<file path="src/rtl/counter_updown_mod_if.sv">
// Control/status bundle for counter_updown_mod: the controller drives the
// strobes and step, the counter returns its registered count and event flags.
interface counter_updown_mod_if #(
   parameter int WIDTH  = 8,
   parameter int STEP_W = 4
);
   logic              clr;
   logic              load;
   logic [WIDTH-1:0]  load_val;
   logic              en;
   logic              up;
   logic [STEP_W-1:0] step;
   logic [WIDTH-1:0]  count;
   logic              wrap;
   logic              ovf;
   logic              at_max;
   logic              at_zero;

   modport master (
      output clr, load, load_val, en, up, step,
      input  count, wrap, ovf, at_max, at_zero
   );

   modport slave (
      input  clr, load, load_val, en, up, step,
      output count, wrap, ovf, at_max, at_zero
   );
endinterface

</file>
<file path="src/rtl/counter_updown_mod.sv">
// Parametrised up/down modulo counter with variable step, parallel load,
// synchronous clear, wrap or saturate overrun handling and a sticky overflow flag.
module counter_updown_mod #(
   parameter int               WIDTH    = 8,
   parameter logic [WIDTH-1:0] MAX_VAL  = {WIDTH{1'b1}},
   parameter int               STEP_W   = 4,
   parameter bit               SATURATE = 1'b0
) (
   input logic                 clk,
   input logic                 reset,
   counter_updown_mod_if.slave bus
);

   // One extra bit so count+step and count+modulus never overflow.
   localparam logic [WIDTH:0] MAX_EXT = {1'b0, MAX_VAL};
   localparam logic [WIDTH:0] MOD_EXT = MAX_EXT + {{WIDTH{1'b0}}, 1'b1};

   logic [WIDTH-1:0] count_r;
   logic             wrap_r;
   logic             ovf_r;

   logic [WIDTH:0]   step_ext_s;
   logic [WIDTH:0]   eff_step_s;
   logic [WIDTH:0]   cnt_ext_s;
   logic [WIDTH:0]   sum_s;
   logic [WIDTH:0]   sum_wrap_s;
   logic [WIDTH:0]   dif_s;
   logic [WIDTH:0]   dif_wrap_s;
   logic             over_up_s;
   logic             under_dn_s;
   logic [WIDTH-1:0] load_clamp_s;
   logic [WIDTH-1:0] next_count_s;
   logic             next_wrap_s;
   logic             next_ovf_s;

   // Next-state arithmetic and clr > load > en priority selection
   always_comb begin
      step_ext_s   = {{(WIDTH + 1 - STEP_W){1'b0}}, bus.step};
      eff_step_s   = (step_ext_s > MAX_EXT) ? MAX_EXT : step_ext_s;
      cnt_ext_s    = {1'b0, count_r};
      sum_s        = cnt_ext_s + eff_step_s;
      sum_wrap_s   = sum_s - MOD_EXT;
      dif_s        = cnt_ext_s - eff_step_s;
      dif_wrap_s   = cnt_ext_s + MOD_EXT - eff_step_s;
      over_up_s    = (sum_s > MAX_EXT);
      under_dn_s   = (cnt_ext_s < eff_step_s);
      load_clamp_s = (bus.load_val > MAX_VAL) ? MAX_VAL : bus.load_val;

      next_count_s = count_r;
      next_wrap_s  = 1'b0;
      next_ovf_s   = ovf_r;

      if (bus.clr) begin
         next_count_s = {WIDTH{1'b0}};
         next_ovf_s   = 1'b0;
      end else if (bus.load) begin
         next_count_s = load_clamp_s;
      end else if (bus.en) begin
         if (bus.up) begin
            if (over_up_s) begin
               next_count_s = SATURATE ? MAX_VAL : sum_wrap_s[WIDTH-1:0];
               next_wrap_s  = 1'b1;
               next_ovf_s   = 1'b1;
            end else begin
               next_count_s = sum_s[WIDTH-1:0];
            end
         end else begin
            if (under_dn_s) begin
               next_count_s = SATURATE ? {WIDTH{1'b0}} : dif_wrap_s[WIDTH-1:0];
               next_wrap_s  = 1'b1;
               next_ovf_s   = 1'b1;
            end else begin
               next_count_s = dif_s[WIDTH-1:0];
            end
         end
      end else begin
         next_count_s = count_r;
      end
   end

   // Count, event pulse and sticky flag registers
   always_ff @(posedge clk or negedge reset) begin
      if (!reset) begin
         count_r <= {WIDTH{1'b0}};
         wrap_r  <= 1'b0;
         ovf_r   <= 1'b0;
      end else begin
         count_r <= next_count_s;
         wrap_r  <= next_wrap_s;
         ovf_r   <= next_ovf_s;
      end
   end

   assign bus.count   = count_r;
   assign bus.wrap    = wrap_r;
   assign bus.ovf     = ovf_r;
   assign bus.at_max  = (count_r == MAX_VAL);
   assign bus.at_zero = (count_r == {WIDTH{1'b0}});

endmodule

</file>
<file path="src/flat_wrapper.sv">
// flat-port wrapper written by rule: the top's interface ports become plain ports
module counter_updown_mod_flat 
#(
   parameter int               WIDTH    = 8,
   parameter logic [WIDTH-1:0] MAX_VAL  = {WIDTH{1'b1}},
   parameter int               STEP_W   = 4,
   parameter bit               SATURATE = 1'b0
)
  (clk, reset, bus_clr, bus_load, bus_load_val, bus_en, bus_up, bus_step, bus_count, bus_wrap, bus_ovf, bus_at_max, bus_at_zero);
  counter_updown_mod_if #(.WIDTH(WIDTH), .STEP_W(STEP_W)) bus_i ();
  input logic clk;
  input logic reset;
  input wire logic [$bits(bus_i.clr)-1:0] bus_clr;
  input wire logic [$bits(bus_i.load)-1:0] bus_load;
  input wire logic [$bits(bus_i.load_val)-1:0] bus_load_val;
  input wire logic [$bits(bus_i.en)-1:0] bus_en;
  input wire logic [$bits(bus_i.up)-1:0] bus_up;
  input wire logic [$bits(bus_i.step)-1:0] bus_step;
  output wire logic [$bits(bus_i.count)-1:0] bus_count;
  output wire logic [$bits(bus_i.wrap)-1:0] bus_wrap;
  output wire logic [$bits(bus_i.ovf)-1:0] bus_ovf;
  output wire logic [$bits(bus_i.at_max)-1:0] bus_at_max;
  output wire logic [$bits(bus_i.at_zero)-1:0] bus_at_zero;
  assign bus_i.clr = bus_clr;
  assign bus_i.load = bus_load;
  assign bus_i.load_val = bus_load_val;
  assign bus_i.en = bus_en;
  assign bus_i.up = bus_up;
  assign bus_i.step = bus_step;
  assign bus_count = bus_i.count;
  assign bus_wrap = bus_i.wrap;
  assign bus_ovf = bus_i.ovf;
  assign bus_at_max = bus_i.at_max;
  assign bus_at_zero = bus_i.at_zero;
  counter_updown_mod #(.WIDTH(WIDTH), .MAX_VAL(MAX_VAL), .STEP_W(STEP_W), .SATURATE(SATURATE)) u_core (.clk(clk), .reset(reset), .bus(bus_i));
endmodule
</file>
<file path="config.mk">
export PLATFORM = sky130hd
export DESIGN_NAME = counter_updown_mod_flat
export DESIGN_NICKNAME = d
export VERILOG_FILES = /design/src/rtl/counter_updown_mod_if.sv /design/src/rtl/counter_updown_mod.sv /design/src/flat_wrapper.sv
export SDC_FILE = /design/constraint.sdc
export NUM_CORES = 1
export LEC_CHECK = 0
export ABC_AREA = 0
export CORE_MARGIN = 4
export CORE_UTILIZATION = 49
export CTS_BUF_LIST = sky130_fd_sc_hd__clkbuf_4 sky130_fd_sc_hd__clkbuf_8 sky130_fd_sc_hd__clkbuf_16
export DETAILED_ROUTE_END_ITERATION = 8
export PLACE_DENSITY = 0.85
export SLEW_MARGIN = 20
export SYNTH_ARGS = -nofsm -noshare
export SYNTH_HDL_FRONTEND = slang
export SYNTH_SLANG_ARGS = --single-unit
</file>
<file path="constraint.sdc">
create_clock -name clk -period 5.8 [get_ports clk]
set_clock_uncertainty 0.1 [all_clocks]
set_input_delay 1.16 -clock clk [delete_from_list [all_inputs] [get_ports clk]]
set_output_delay 1.16 -clock clk [all_outputs]
set_load 0.05 [all_outputs]
</file>
detail.png
Region (11, 11) to (41, 41) µm. Cells in gray, sequential cells in the stronger gray; small squares are vias.
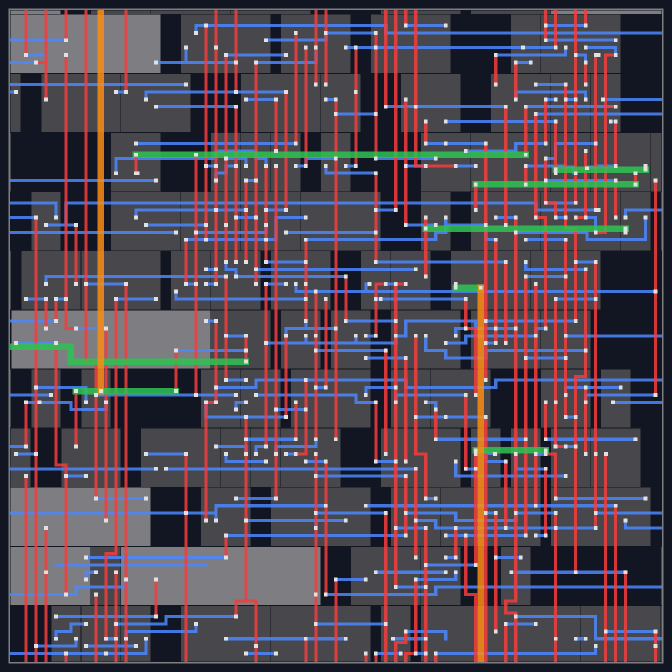
metal 4 -> orange
metal 2 -> red
metal 1 -> blue
metal 3 -> green
most frequent = nor2_1 (11), inv_1 (7), clkdlybuf4s50_1 (7)
sequential cells in the window = 4
netlist names of flops here include = u_core.bus.count (3), u_core.bus.wrap (1)
cells with their middle in the window = 86

sizes.png
Bar = 20 µm.
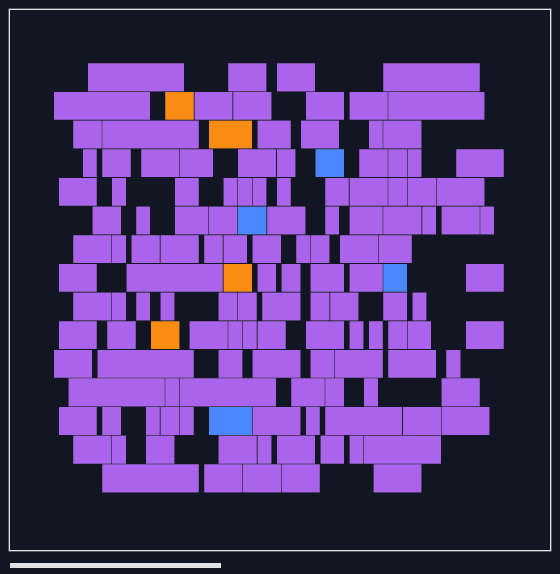
_2 cells -> blue  # cells 4
_0 and _1 cells -> purple  # cells 129
_3 and _4 cells -> orange  # cells 4
nonclk buf count: 29
Layout area overhead: 35.7%

==> Changelog: implementation <==
### Metrics

* Synthesized Nets at about 140
* Grt met1 use at between 20% and 30%
* AND-OR/OR-AND Cells, Area Fraction at between 10% and 20%
* Min-Delay Path Class: register to register
* Sequential power share at ~36%
* Post-synth mux share at between 6 and 7%
* ANT cells at 0
* Drt initial violations at 17
* Num ports at 30
* CP max-delay cell: clkdlybuf4s50_1
* Fin util at a little under three quarters
* Post-route DRC at 0
* Resize count post-CTS at 0
* Post-synth ARST share at 100%
* Nets at 167
* Comb area share at between 40% and 50%
* Fin Setup TNS at 0 ns
* Cell with the most instances after synthesis: nor2_1
* Gate power share at between 40% and 50%
* Crit path DAT at approximately 2.3 ns
* Hold Path End: u_core.bus.ovf$_DFFE_PN0P_
* Status: finished, final reports clean
* Post-DP HPWL at just under 2000 µm
* Sequential Power at ~0.000083 W
* Initial antenna violation count at 0
* Largest net degree at the start of global routing at 17
* Post-synthesis adder-cell area fraction at between 15 and 20%
* Fin. Hold Viols at 0
wires.png
Bar = 20 µm.
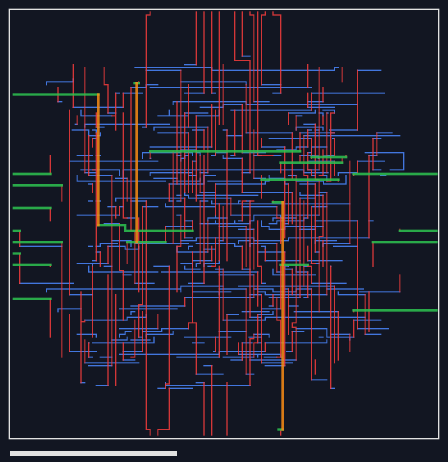
metal 1 -> blue  # wire length 1020 µm
metal 2 -> red  # wire length 1190 µm
metal 3 -> green  # wire length 132 µm
metal 4 -> orange  # wire length 61.9 µm

io_fan.png
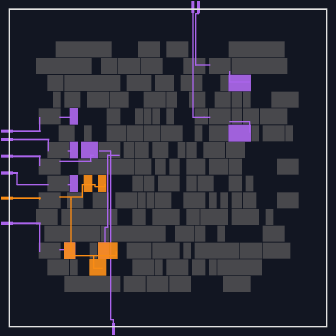
bus_load_val -> purple  # bits 8, direction input, edge 5 left, 2 top, 1 bottom, end cells 8, wire 139 µm
bus_load -> orange  # bits 1, direction input, edge left, end cells 6, wire 34.9 µm

Power figures rest on the tool's default switching activity, not on a simulated workload.
